### src/rtl/alu_share_arbiter.sv
// alu_share_arbiter: round-robin arbiter that time-shares one combinational
// ALU between two requesters. One operation is in flight at a time: the
// operands are latched on the request handshake, executed in EXEC, and the
// registered result is held in RESP until the owning requester consumes it.
`timescale 1ns/1ps

module alu_share_arbiter #(
   parameter int N = 32
) (
   input  logic         clk,
   input  logic         resetn,
   input  logic [1:0]   req_valid,
   output logic [1:0]   req_ready,
   input  logic [N-1:0] req_a0,
   input  logic [N-1:0] req_b0,
   input  logic [N-1:0] req_a1,
   input  logic [N-1:0] req_b1,
   input  logic [2:0]   req_op0,
   input  logic [2:0]   req_op1,
   output logic [1:0]   resp_valid,
   input  logic [1:0]   resp_ready,
   output logic [N-1:0] resp_result,
   output logic         resp_zero,
   output logic         resp_err,
   output logic         busy
);

   typedef enum logic [1:0] {
      ST_IDLE = 2'd0,
      ST_EXEC = 2'd1,
      ST_RESP = 2'd2
   } state_t;

   state_t         state_q, state_d;
   logic           prio_q, prio_d;
   logic           owner_q, owner_d;
   logic [N-1:0]   a_q, a_d;
   logic [N-1:0]   b_q, b_d;
   logic [2:0]     op_q, op_d;
   logic [N-1:0]   result_q, result_d;
   logic           zero_q, zero_d;
   logic           err_q, err_d;
   logic           busy_q, busy_d;

   logic           grant;
   logic [N-1:0]   alu_result;
   logic           alu_err;

   // Pick the requester to serve: a lone requester wins, a tie goes to prio.
   // NOTE: every output of a combinational block gets a default first, so no
   // path through the block can leave it unassigned and infer a latch.
   always_comb begin
      grant     = prio_q;
      req_ready = 2'b00;
      if (req_valid == 2'b01) begin
         grant = 1'b0;
      end else if (req_valid == 2'b10) begin
         grant = 1'b1;
      end
      if (state_q == ST_IDLE && req_valid != 2'b00) begin
         req_ready = grant ? 2'b10 : 2'b01;
      end
   end

   // Shared ALU, fed only from the latched operand registers.
   always_comb begin
      alu_result = '0;
      alu_err    = 1'b0;
      unique case (op_q)
         3'b000:  alu_result = a_q & b_q;
         3'b001:  alu_result = a_q | b_q;
         3'b010:  alu_result = a_q + b_q;
         3'b100:  alu_result = a_q & ~b_q;
         3'b101:  alu_result = a_q | ~b_q;
         3'b110:  alu_result = a_q - b_q;
         3'b111:  alu_result = {{(N-1){1'b0}}, (a_q < b_q)};
         default: alu_err    = 1'b1;   // 011 is not a legal alucont code
      endcase
   end

   // Next-state and datapath register updates for the IDLE/EXEC/RESP sequence.
   always_comb begin
      state_d  = state_q;
      prio_d   = prio_q;
      owner_d  = owner_q;
      a_d      = a_q;
      b_d      = b_q;
      op_d     = op_q;
      result_d = result_q;
      zero_d   = zero_q;
      err_d    = err_q;
      unique case (state_q)
         ST_IDLE: begin
            if (req_valid != 2'b00) begin
               a_d     = grant ? req_a1  : req_a0;
               b_d     = grant ? req_b1  : req_b0;
               op_d    = grant ? req_op1 : req_op0;
               owner_d = grant;
               prio_d  = ~grant;
               state_d = ST_EXEC;
            end
         end
         ST_EXEC: begin
            result_d = alu_result;
            zero_d   = (alu_result == '0);
            err_d    = alu_err;
            state_d  = ST_RESP;
         end
         ST_RESP: begin
            if (resp_ready[owner_q]) begin
               state_d = ST_IDLE;
            end
         end
         default: state_d = ST_IDLE;
      endcase
      busy_d = (state_d != ST_IDLE);
   end

   // State and datapath registers; reset drops any in-flight operation.
   // NOTE: sequential state uses non-blocking assignments so every flop
   // samples the pre-edge values, independent of statement order.
   always_ff @(posedge clk or negedge resetn) begin
      if (!resetn) begin
         state_q  <= ST_IDLE;
         prio_q   <= 1'b0;
         owner_q  <= 1'b0;
         a_q      <= '0;
         b_q      <= '0;
         op_q     <= '0;
         result_q <= '0;
         zero_q   <= 1'b0;
         err_q    <= 1'b0;
         busy_q   <= 1'b0;
      end else begin
         state_q  <= state_d;
         prio_q   <= prio_d;
         owner_q  <= owner_d;
         a_q      <= a_d;
         b_q      <= b_d;
         op_q     <= op_d;
         result_q <= result_d;
         zero_q   <= zero_d;
         err_q    <= err_d;
         busy_q   <= busy_d;
      end
   end

   // Response strobe is decoded from the state register, so reset clears it at once.
   always_comb begin
      resp_valid = 2'b00;
      if (state_q == ST_RESP) begin
         resp_valid = owner_q ? 2'b10 : 2'b01;
      end
   end

   assign resp_result = result_q;
   assign resp_zero   = zero_q;
   assign resp_err    = err_q;
   assign busy        = busy_q;

endmodule

### config.mk
export PLATFORM = sky130hd
export DESIGN_NAME = alu_share_arbiter
export DESIGN_NICKNAME = d
export VERILOG_FILES = /design/src/rtl/alu_share_arbiter.sv
export SDC_FILE = /design/constraint.sdc
export NUM_CORES = 1
export LEC_CHECK = 0
export ABC_AREA = 1
export CAP_MARGIN = 10
export CORE_ASPECT_RATIO = 1.75
export CORE_MARGIN = 2
export CORE_UTILIZATION = 45
export CTS_BUF_LIST = sky130_fd_sc_hd__clkbuf_8
export CTS_CLUSTER_DIAMETER = 30
export DETAILED_ROUTE_END_ITERATION = 10
export PLACE_DENSITY_LB_ADDON = 0.08
export REMOVE_ABC_BUFFERS = 1
export SYNTH_ARGS = -nofsm -noshare
export SYNTH_HDL_FRONTEND = slang
export SYNTH_SLANG_ARGS = --single-unit
### constraint.sdc
create_clock -name clk -period 2.3 [get_ports clk]
set_input_delay 0.46 -clock clk [delete_from_list [all_inputs] [get_ports clk]]
set_output_delay 0.46 -clock clk [all_outputs]
set_load 0.01 [all_outputs]
Congestion heat map:
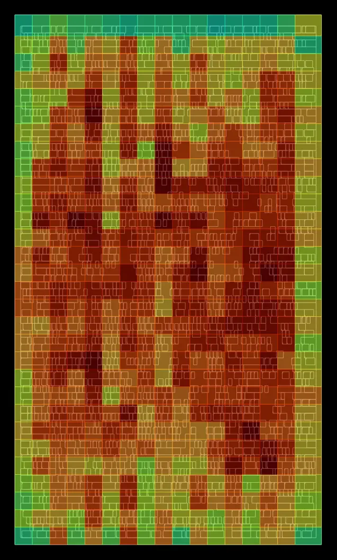
GRT met2 Usage: 0.7136
Routed WL per cell: 18.60 um
M1 GR Usage: 0.3453

Cell sizes after repair:
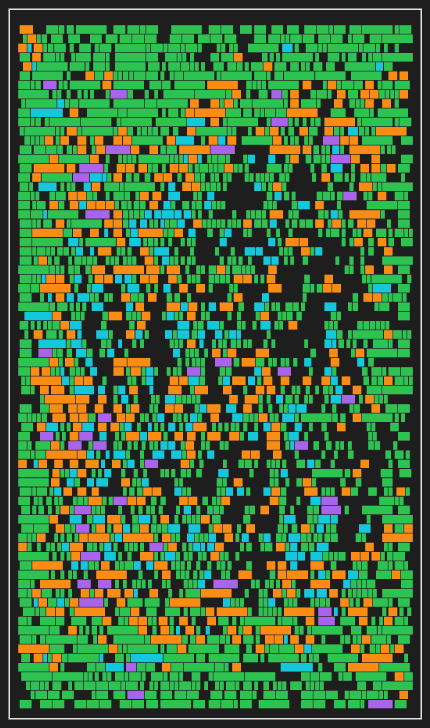
legend:
  orange:
    size: drive 3 to 4
    cells: 417
    most_used: buf_4
  purple:
    size: drive 6 and up
    cells: 40
    most_used: buf_6
  cyan:
    size: drive 2
    cells: 228
    most_used: nand2_2
  green:
    size: drive 1 or less
    cells: 1619
    most_used: nand2_1

Cell density map:
The bar under the picture is 20 um long. The die is cut into 12 by 21 equal tiles; dark blue is low, red is high, 0 to 100% covered.
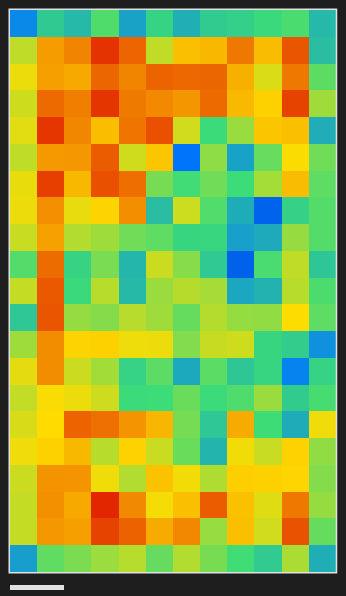
fullest tile: 96%
mean over tiles: 66%
tiles over 75% full: 35%
emptiest ninth of the die: east

Routed metal per tile:
The bar under the picture is 20 um long. The die is cut into 12 by 21 equal tiles; dark blue is low, red is high, scaled to the fullest tile. Values are wire area over tile area, all layers added.
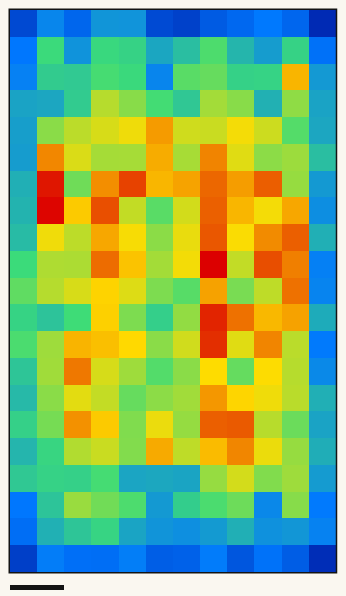
mean over tiles: 0.33
tiles over half the peak: 60%
fullest tile: 0.59

Placement by cell class:
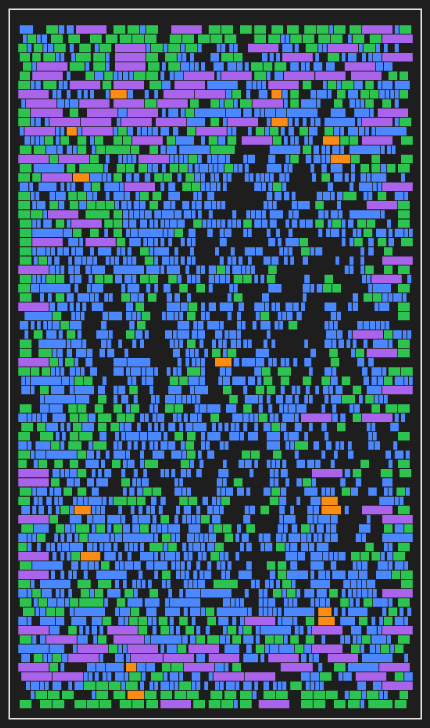
legend:
  purple:
    class: flip-flops
    cells: 106
  blue:
    class: all other logic
    cells: 1647
  orange:
    class: clock drivers and dummy loads
    cells: 16
  green:
    class: other buffers and delay cells
    cells: 535
num rows: 74
total core area: 23430 um^2
sequential share of cell area: 0.1570
fin area: 16920 um^2
final core utilization: 0.7221

==> results.sh <==
# physical design summary
export IMPL_status="complete, but fails checks"
export IMPL_violations="setup timing"
export IMPL_largest_area_cell="dfrtp_1"
export IMPL_ys_seq_elements=106
export IMPL_postSynthAreaPerCell_um2=5.894
export IMPL_wirelength_um=48500
export IMPL_fp_util=0.4587
export IMPL_warnings=60
export IMPL_r2r_start="b_q[0]"
export IMPL_pin_count=179
export IMPL_topCellsByArea="dfrtp_1 (25%), nand2_1 (25%), inv_1 (10%)"
export IMPL_drv_cap=0
export IMPL_antenna_found_initial=0
export IMPL_rsz0062_at_grt="true"
export IMPL_fin_ws_ns=-0.3003
export IMPL_async_reset_ff_frac=1.000
export IMPL_use_met3=0.04688
export IMPL_grt_busiest_layer="met2"
export IMPL_hold_path_class="in2async"
export IMPL_path_depth=15
export IMPL_xor_area_frac=0.006521
export IMPL_fin_crit_sh=1.131
export IMPL_worstSetupEndpointType="register"
export IMPL_cp_start_kind="register"
export IMPL_grt_max_degree=107
export IMPL_rrSetupSlack_ns=-0.30
export IMPL_fin_crit_ns=2.600
export IMPL_vias=13800
export IMPL_die_w_um=120.8
export IMPL_ff_type="dfrtp_1"
export IMPL_grt_pass1_vias=14020
export IMPL_final_layout_size_suffix_gt1_frac=0.2973
export IMPL_critical_path_slowest_cell="dfrtp_1"
export IMPL_ys_top_cells_by_count="nand2_1 (704), inv_1 (289), nor2_1 (148)"
export IMPL_cp_top_family="simple AND/OR/NAND/NOR gates"
export IMPL_first_pass_iters=5
export IMPL_adder_share=0.07709
export IMPL_met1_length_um=15800
export IMPL_rr_endpoint="resp_zero"
export IMPL_ys_chip_area_um2=10740
export IMPL_vias_per_cell=5.293
export IMPL_nNetsFinal=2504
export IMPL_yosys_cells=1823
export IMPL_overflow=0
export IMPL_dr_wl_met3_um=1949
export IMPL_cts_path_max_buffers=2
export IMPL_yosys_warnings=0
export IMPL_dp_hpwl_um=38210
export IMPL_crit_buf_inv=1
export IMPL_htreeDepth=3
export IMPL_fillCellCount=1991
export IMPL_hold_viol=0
export IMPL_antenna_left=0
export IMPL_dp_slack_ns=-0.6193
export IMPL_crit_path_max_incr_delay_ns=0.45
export IMPL_insertion_delay_ns=0.46
export IMPL_drc=0
export IMPL_setup_viol=17
export IMPL_synthesis_area_um2=10740
export IMPL_ys_sh_mux=0
export IMPL_grt_pass1_wl_um=72560
export IMPL_die_area_um2=25180
## through the flow
step | hold slack (ns) | TNS, ns | instances
detailed placement | 0.4724 | -5.026 | 2558
global route | 0.09960 | -3.873 | 2608
CTS | 0.07684 | -0.6925 | 2591
floorplan | 0.1644 | -55.94 | 1753
finish | 0.05102 | -1.516 | 2608
global placement | 0.4630 | -4.079 | 2558
## final cells by class
cell class,instances,area (um^2),area share
multi-input combinational,1353,7944,0.4696
sequential,106,2656,0.1570
clock inverter,7,86.33,0.005104
clock buffer,9,123.9,0.007323
timing repair buffer,535,4617,0.2729
tap,304,380.4,0.02249
inverter,294,1109,0.06553
## cell usage in the layout (no fill, tap or decap), types with 3 or more instances in the layout
cell,netlist,routed
clkbuf_8,0,9
dfrtp_1,106,103
buf_12,0,7
nor3_1,8,5
inv_2,3,32
o21bai_1,7,6
nand3_1,137,103
nand3_2,1,33
xor2_1,6,5
buf_4,11,333
nor2_1,148,83
and2_4,0,3
o21ai_2,0,3
nand3b_1,3,3
inv_1,289,259
ha_2,0,5
a21oi_1,81,60
a21oi_2,0,21
ha_1,63,27
nand2_2,5,74
o211ai_1,67,67
o21ai_1,2,8
nor2_4,0,27
a31oi_1,3,3
buf_6,5,18
nor2_2,13,51
nand4_1,20,20
nand2_4,0,14
ha_4,0,31
o21ai_0,41,32
nand2_1,704,621
a32oi_1,25,25
clkdlybuf4s50_1,0,173
dfrtp_2,0,3
## timing repair
action,in CTS,in global routing
setup buffers,17,17
endpoints found under the hold margin,0,0
endpoints found under the setup margin,26,27
resized,182,201
pin swaps,35,46
## state kept, by name, summed over array words and instances, names as in the netlist
signal,cells
resp_result,32
state_q,2
busy,1
resp_err,1
prio_q,1
a_q,32
owner_q,1
b_q,32
op_q,3
resp_zero,1
